### M1 wires

Bar = 20 um. Supply wires on this layer in grey.
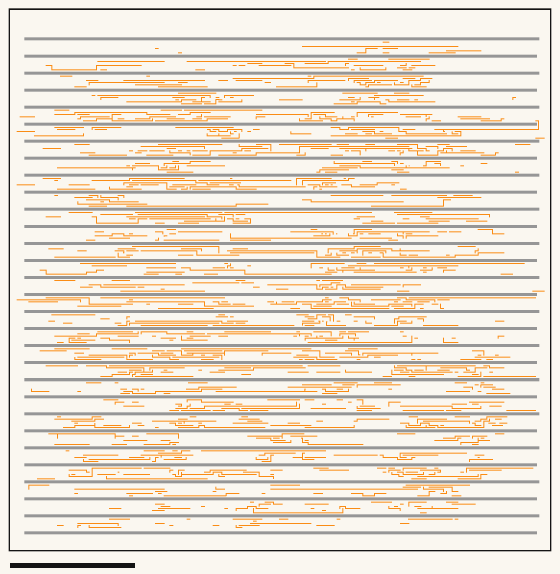
### M2 wires

Bar = 20 um.
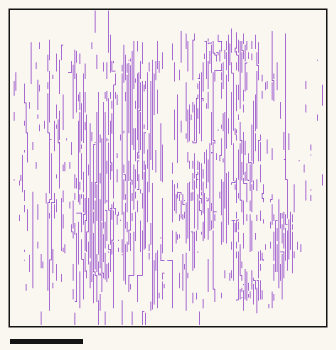
### Signal wires on met3

Cells faint in the background.
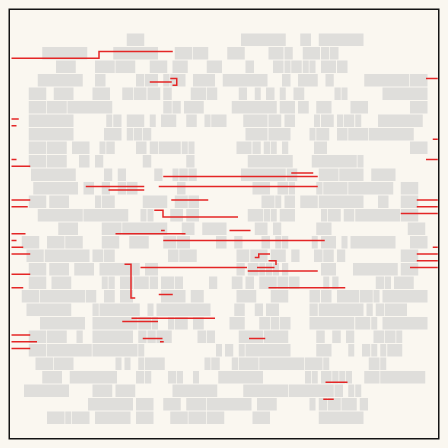
### Routing congestion

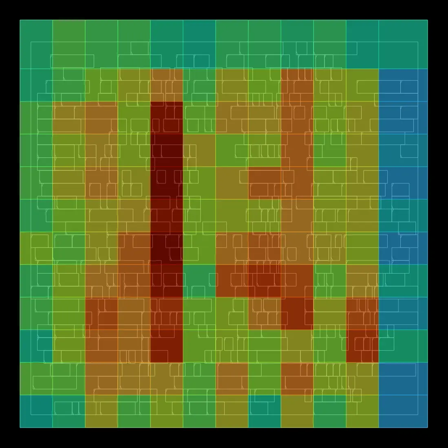
$ cat src/rtl/counter_mode_sequencer.sv
// rtl/counter_mode_sequencer.sv - mode/enable sequencer driving a universal up/down counter
// Walks UP -> DOWN -> UPDOWN -> HOLD with latched dwell lengths, optional looping.
module counter_mode_sequencer #(
  parameter int DWELL_W  = 8,
  parameter int HOLD_CYC = 4
) (
  input  logic               clk,
  input  logic               rst,
  input  logic               start,
  input  logic               abort,
  input  logic               loop,
  input  logic [DWELL_W-1:0] dwell_up,
  input  logic [DWELL_W-1:0] dwell_down,
  input  logic [DWELL_W-1:0] dwell_ud,
  output logic               enable,
  output logic [1:0]         mode,
  output logic [2:0]         phase,
  output logic               busy,
  output logic               done
);

  typedef enum logic [2:0] {
    S_IDLE   = 3'd0,
    S_UP     = 3'd1,
    S_DOWN   = 3'd2,
    S_UPDOWN = 3'd3,
    S_HOLD   = 3'd4,
    S_DONE   = 3'd5
  } state_t;

  localparam logic [7:0] HOLD_LOAD = 8'(HOLD_CYC - 1);

  state_t             r_state;
  logic [DWELL_W-1:0] r_cnt;
  logic [7:0]         r_hold_cnt;
  logic [DWELL_W-1:0] r_up;
  logic [DWELL_W-1:0] r_down;
  logic [DWELL_W-1:0] r_ud;
  logic               r_loop;
  logic               r_enable;
  logic [1:0]         r_mode;
  logic               r_busy;
  logic               r_done;

  state_t             w_next;
  state_t             w_first;
  state_t             w_after_up;
  state_t             w_after_down;
  logic [DWELL_W-1:0] w_src_up;
  logic [DWELL_W-1:0] w_src_down;
  logic [DWELL_W-1:0] w_src_ud;
  logic [DWELL_W-1:0] w_cnt_next;
  logic [7:0]         w_hold_next;
  logic               w_latch;
  logic               w_enter;
  logic               w_enable;
  logic [1:0]         w_mode;
  logic               w_busy;
  logic               w_done;

  // Dwell values come straight from the inputs on the accepting edge, otherwise from the latch.
  always_comb begin
    w_src_up   = (r_state == S_IDLE) ? dwell_up   : r_up;
    w_src_down = (r_state == S_IDLE) ? dwell_down : r_down;
    w_src_ud   = (r_state == S_IDLE) ? dwell_ud   : r_ud;

    if (w_src_up != '0)        w_first = S_UP;
    else if (w_src_down != '0) w_first = S_DOWN;
    else if (w_src_ud != '0)   w_first = S_UPDOWN;
    else                       w_first = S_HOLD;

    if (w_src_down != '0)      w_after_up = S_DOWN;
    else if (w_src_ud != '0)   w_after_up = S_UPDOWN;
    else                       w_after_up = S_HOLD;

    if (w_src_ud != '0)        w_after_down = S_UPDOWN;
    else                       w_after_down = S_HOLD;
  end

  always_comb begin
    w_next      = r_state;
    w_cnt_next  = r_cnt;
    w_hold_next = r_hold_cnt;
    w_latch     = 1'b0;
    w_enter     = 1'b0;

    case (r_state)
      S_IDLE: begin
        if (start) begin
          w_latch = 1'b1;
          w_enter = 1'b1;
          w_next  = w_first;
        end
      end
      S_UP: begin
        if (r_cnt == '0) begin
          w_enter = 1'b1;
          w_next  = w_after_up;
        end else begin
          w_cnt_next = r_cnt - 1'b1;
        end
      end
      S_DOWN: begin
        if (r_cnt == '0) begin
          w_enter = 1'b1;
          w_next  = w_after_down;
        end else begin
          w_cnt_next = r_cnt - 1'b1;
        end
      end
      S_UPDOWN: begin
        if (r_cnt == '0) begin
          w_enter = 1'b1;
          w_next  = S_HOLD;
        end else begin
          w_cnt_next = r_cnt - 1'b1;
        end
      end
      S_HOLD: begin
        if (r_hold_cnt == 8'd0) begin
          w_enter = 1'b1;
          w_next  = r_loop ? w_first : S_DONE;
        end else begin
          w_hold_next = r_hold_cnt - 8'd1;
        end
      end
      S_DONE:  w_next = S_IDLE;
      default: w_next = S_IDLE;
    endcase

    if (abort) begin
      w_next  = S_IDLE;
      w_latch = 1'b0;
      w_enter = 1'b0;
    end

    // Counters hold "cycles remaining minus one" so a phase ends when they read zero.
    if (w_enter) begin
      case (w_next)
        S_UP:     w_cnt_next  = w_src_up - 1'b1;
        S_DOWN:   w_cnt_next  = w_src_down - 1'b1;
        S_UPDOWN: w_cnt_next  = w_src_ud - 1'b1;
        S_HOLD:   w_hold_next = HOLD_LOAD;
        default:  w_cnt_next  = r_cnt;
      endcase
    end
  end

  always_comb begin
    w_enable = 1'b0;
    w_mode   = 2'b00;
    w_busy   = (w_next != S_IDLE);
    w_done   = (w_next == S_DONE);
    case (w_next)
      S_UP:     begin w_enable = 1'b1; w_mode = 2'b01; end
      S_DOWN:   begin w_enable = 1'b1; w_mode = 2'b10; end
      S_UPDOWN: begin w_enable = 1'b1; w_mode = 2'b11; end
      default:  begin w_enable = 1'b0; w_mode = 2'b00; end
    endcase
  end

  always_ff @(posedge clk or posedge rst) begin
    if (rst) begin
      r_state    <= S_IDLE;
      r_cnt      <= '0;
      r_hold_cnt <= 8'd0;
      r_up       <= '0;
      r_down     <= '0;
      r_ud       <= '0;
      r_loop     <= 1'b0;
      r_enable   <= 1'b0;
      r_mode     <= 2'b00;
      r_busy     <= 1'b0;
      r_done     <= 1'b0;
    end else begin
      r_state    <= w_next;
      r_cnt      <= w_cnt_next;
      r_hold_cnt <= w_hold_next;
      r_enable   <= w_enable;
      r_mode     <= w_mode;
      r_busy     <= w_busy;
      r_done     <= w_done;
      if (w_latch) begin
        r_up   <= dwell_up;
        r_down <= dwell_down;
        r_ud   <= dwell_ud;
        r_loop <= loop;
      end
    end
  end

  assign enable = r_enable;
  assign mode   = r_mode;
  assign phase  = r_state;
  assign busy   = r_busy;
  assign done   = r_done;

endmodule

$ cat config.mk
export PLATFORM = sky130hd
export DESIGN_NAME = counter_mode_sequencer
export DESIGN_NICKNAME = d
export VERILOG_FILES = /design/src/rtl/counter_mode_sequencer.sv
export SDC_FILE = /design/constraint.sdc
export NUM_CORES = 1
export LEC_CHECK = 0
export CORE_MARGIN = 2
export CORE_UTILIZATION = 48
export CTS_CLUSTER_DIAMETER = 150
export DETAILED_ROUTE_END_ITERATION = 10
export GPL_ROUTABILITY_DRIVEN = 1
export GPL_TIMING_DRIVEN = 0
export HOLD_SLACK_MARGIN = 0.15
export PLACE_DENSITY = 0.69
export SYNTH_ARGS = -nofsm -noshare
export SYNTH_HDL_FRONTEND = slang
export SYNTH_SLANG_ARGS = --single-unit
$ cat constraint.sdc
create_clock -name clk -period 10.9 [get_ports clk]
set_input_delay 1.635 -clock clk [delete_from_list [all_inputs] [get_ports clk]]
set_output_delay 1.635 -clock clk [all_outputs]
set_load 0.01 [all_outputs]
==> impl_metrics.csv <==
group,metric,value,unit
detailed_routing,wl_met2,3920,um
setup_path,ff2ff_path_depth,17,
power_and_ir_drop,power.net_switching,173,uW
setup_path,critical_path_cell_count,16,
cts,cts.root.buffer_cell,"sky130_fd_sc_hd__clkbuf_8",
power_and_ir_drop,clock_net_power,126,uW
synthesis,synthDistinctLibCells,63,
min_path,hold_path.class,"reg -> reg",
synthesis,ys_async_sr_fraction,1.00,
placement,io_buffers,36,
setup_path,startpoint_type,"input port",
cells_and_area,most_common_logic_cell_in_the_routed_design,"sky130_fd_sc_hd__dfrtp_1",
timing,finalSetupViolCount,0,
synthesis,synth_largest_type_area_fraction,0.378,
synthesis,synth-simple-area-share,0.217,
placement,detailedPlacementHpwl,6500,um
setup_path,cell_type_of_the_slowest_stage_on_the_worst_timing_path,"sky130_fd_sc_hd__clkdlybuf4s50_1",
synthesis,synthesis.area_per_instance,9.41,um^2
synthesis,synthAdderAreaFrac,0.0154,
cts,number_of_hold_buffers_added_after_cts,0,
detailed_routing,dr_wl_met3,379,um
power_and_ir_drop,comb_cell_power,160,uW
cts,post_cts_resized,0,
global_route,grt_max_degree,28,
power_and_ir_drop,share_clk_of_total_power,0.234,
cts,htreeDepth,2,
power_and_ir_drop,power.static_leakage,1.52,nW
floorplanning,ios,37,
global_route,antenna_violations_before_repair,0,
floorplanning,floorplan.core_util,0.503,
status,status,"completed",
power_and_ir_drop,ir_worst_vdd,0.0000851,V
cells_and_area,flow.area_growth_from_synthesis,17.9,%
cts,clkSlewWorstSetupHoldPaths,0.09,ns
power_and_ir_drop,sequential_cell_power_consumption,252,uW
floorplanning,floorplan.die_area,7440,um^2
synthesis,synth_compound_gate_area_share,0.171,
setup_path,critPathLaunch,"dwell_up[5]",
cells_and_area,num-fill-cells,616,
detailed_routing,route.antenna.remaining_nets,0,
setup_path,cpPeakStageDelay,0.45,ns
floorplanning,placementRows,29,
cts,clk-insertion-delay-late,0.30,ns
synthesis,synth.cells.most_frequent,"sky130_fd_sc_hd__dfrtp_1 (49), sky130_fd_sc_hd__nor2_1 (39), sky130_fd_sc_hd__mux2_2 (21), sky130_fd_sc_hd__nand2_1 (21), sky130_fd_sc_hd__a21oi_1 (18)",
timing,max_clock_freq,194,MHz
synthesis,top_cell,"sky130_fd_sc_hd__dfrtp_1",
setup_path,reg2reg_to,"r_cnt[6]",
setup_path,r2r-start,"r_cnt[0]",
synthesis,synth-seq-cells,49,
setup_path,timing.critical_path.mode_cell,"sky130_fd_sc_hd__and2_1",
synthesis,post_synth_inst_count,345,
cells_and_area,fin_nets,422,
setup_path,cp_max_fo,10,
power_and_ir_drop,cell_internal_pwr,365,uW
synthesis,synth-edff-count,0,
setup_path,crit_type,"in -> reg",
global_route,overflow,0,
cts,cts_setup_buffers,0,
global_route,grt_pass1_vias,2744,
setup_path,nature_of_the_critical_path_endpoint,"register",
timing,worst_pin_slew,0.755,ns
cells_and_area,drive_gt1_frac,0.157,
placement,gp_routability_congestion,0.916,
floorplanning,design.core.area,6460,um^2
floorplanning,die-width,86.2,um
power_and_ir_drop,proportion_of_power_drawn_by_combinational_gates,0.298,
setup_path,crit_end,"r_cnt[6]",
synthesis,seq_area_frac_synth,0.378,
synthesis,synth-warning-count,0,
floorplanning,die-height,86.2,um
cts,clock_path_buffers,2,
synthesis,synthTopCellsByArea,"sky130_fd_sc_hd__dfrtp_1 (38%), sky130_fd_sc_hd__mux2_2 (7.3%), sky130_fd_sc_hd__nor2_1 (4.5%), sky130_fd_sc_hd__a21oi_1 (2.8%), sky130_fd_sc_hd__mux2i_1 (2.5%)",
synthesis,netlist.top_cell.by_area,"sky130_fd_sc_hd__dfrtp_1",
power_and_ir_drop,seq_power_share,0.468,
setup_path,r2r_slack,6.77,ns
timing,timing_hold_violations_final,0,
detailed_routing,route.detailed.drc,0,
synthesis,synth_nets,378,
setup_path,required,11.09,ns
min_path,worst_hold_path.endpoint,"r_up[2]",
setup_path,worstPathBufferInverterCount,3,
job,openroad.warnings,27,
setup_path,crit_path_cell_trace,"clkdlybuf4s50_1 -> nor4_1 -> nand3_1 -> and2_1 -> o21ai_1 -> and2_1 -> buf_6 -> buf_2 -> mux4_1 -> a21oi_1 -> ha_1 -> nand2_1 -> o32a_1 -> nor3_2 -> xor2_1 -> mux2i_1",
detailed_routing,first_iter_violations,143,
setup_path,crit_family,"simple AND/OR/NAND/NOR gates",
detailed_routing,dr_vias_cell,5.95,
power_and_ir_drop,power,538,uW
min_path,number_of_stages_on_the_worst_hold_path,1,
global_route,grt_pass1_wl,13900,um
synthesis,yosys-stat-cells,345,
cells_and_area,finalInstanceArea,3830,um^2
detailed_routing,detail_route.wirelength.met1,3780,um
power_and_ir_drop,dominant_power_group,"sequential cells",
## Picture notes: 'M1 wires'
nets with wire on the layer = 389
longest straight run = 30.8 um
main direction = horizontal
wire length on this layer = 3780 um
share of all routed wire = 46%

## Picture notes: 'M2 wires'
longest straight run = 44.2 um
nets with wire on the layer = 358
share of all routed wire = 48%
wire length on this layer = 3920 um
main direction = vertical
final routed wirelength across all metal layers: 8170 um
Global Route met2 Usage: 0.402
total number of vias: 2775

## Picture notes: 'Signal wires on met3'
longest straight run = 32.2 um
wire length on this layer = 380 um
nets with wire on the layer = 46
grt met3 use: 0.0286

## Picture notes: 'Routing congestion'
global-route usage over all layers: 0.238
GRT busiest layer: met2
core utilization of the finished layout: 0.592
Wirelength per Cell: 17.5 um
global-route met1 utilization: 0.327

## final cells by class
cell class	instances	area (um^2)	share of cell area
buffer	19	149	0.0389
multi-input combinational	261	1810	0.473
clock buffer	5	68.8	0.0180
clock inverter	2	35.0	0.00916
tap	77	96.3	0.0252
sequential	49	1230	0.320
inverter	16	62.6	0.0164
timing repair buffer	37	380	0.0994
## flip-flops by register name, indices dropped and copies added (netlist names)
register and flops:
r_hold_cnt 8, r_loop 1, busy 1, phase 3, r_cnt 8, r_down 8, r_ud 8, enable 1
done 1, mode 2, r_up 8
## stage by stage
stage | setup WS (ns) | cells
2_1_floorplan | 6.53 | 345
3_3_place_gp | 5.42 | 458
3_5_place_dp | 5.48 | 459
4_1_cts | 5.80 | 466
5_1_grt | 5.58 | 466
6_report | 5.75 | 466
No activity file was given, so power comes from the tool's default toggle rates.
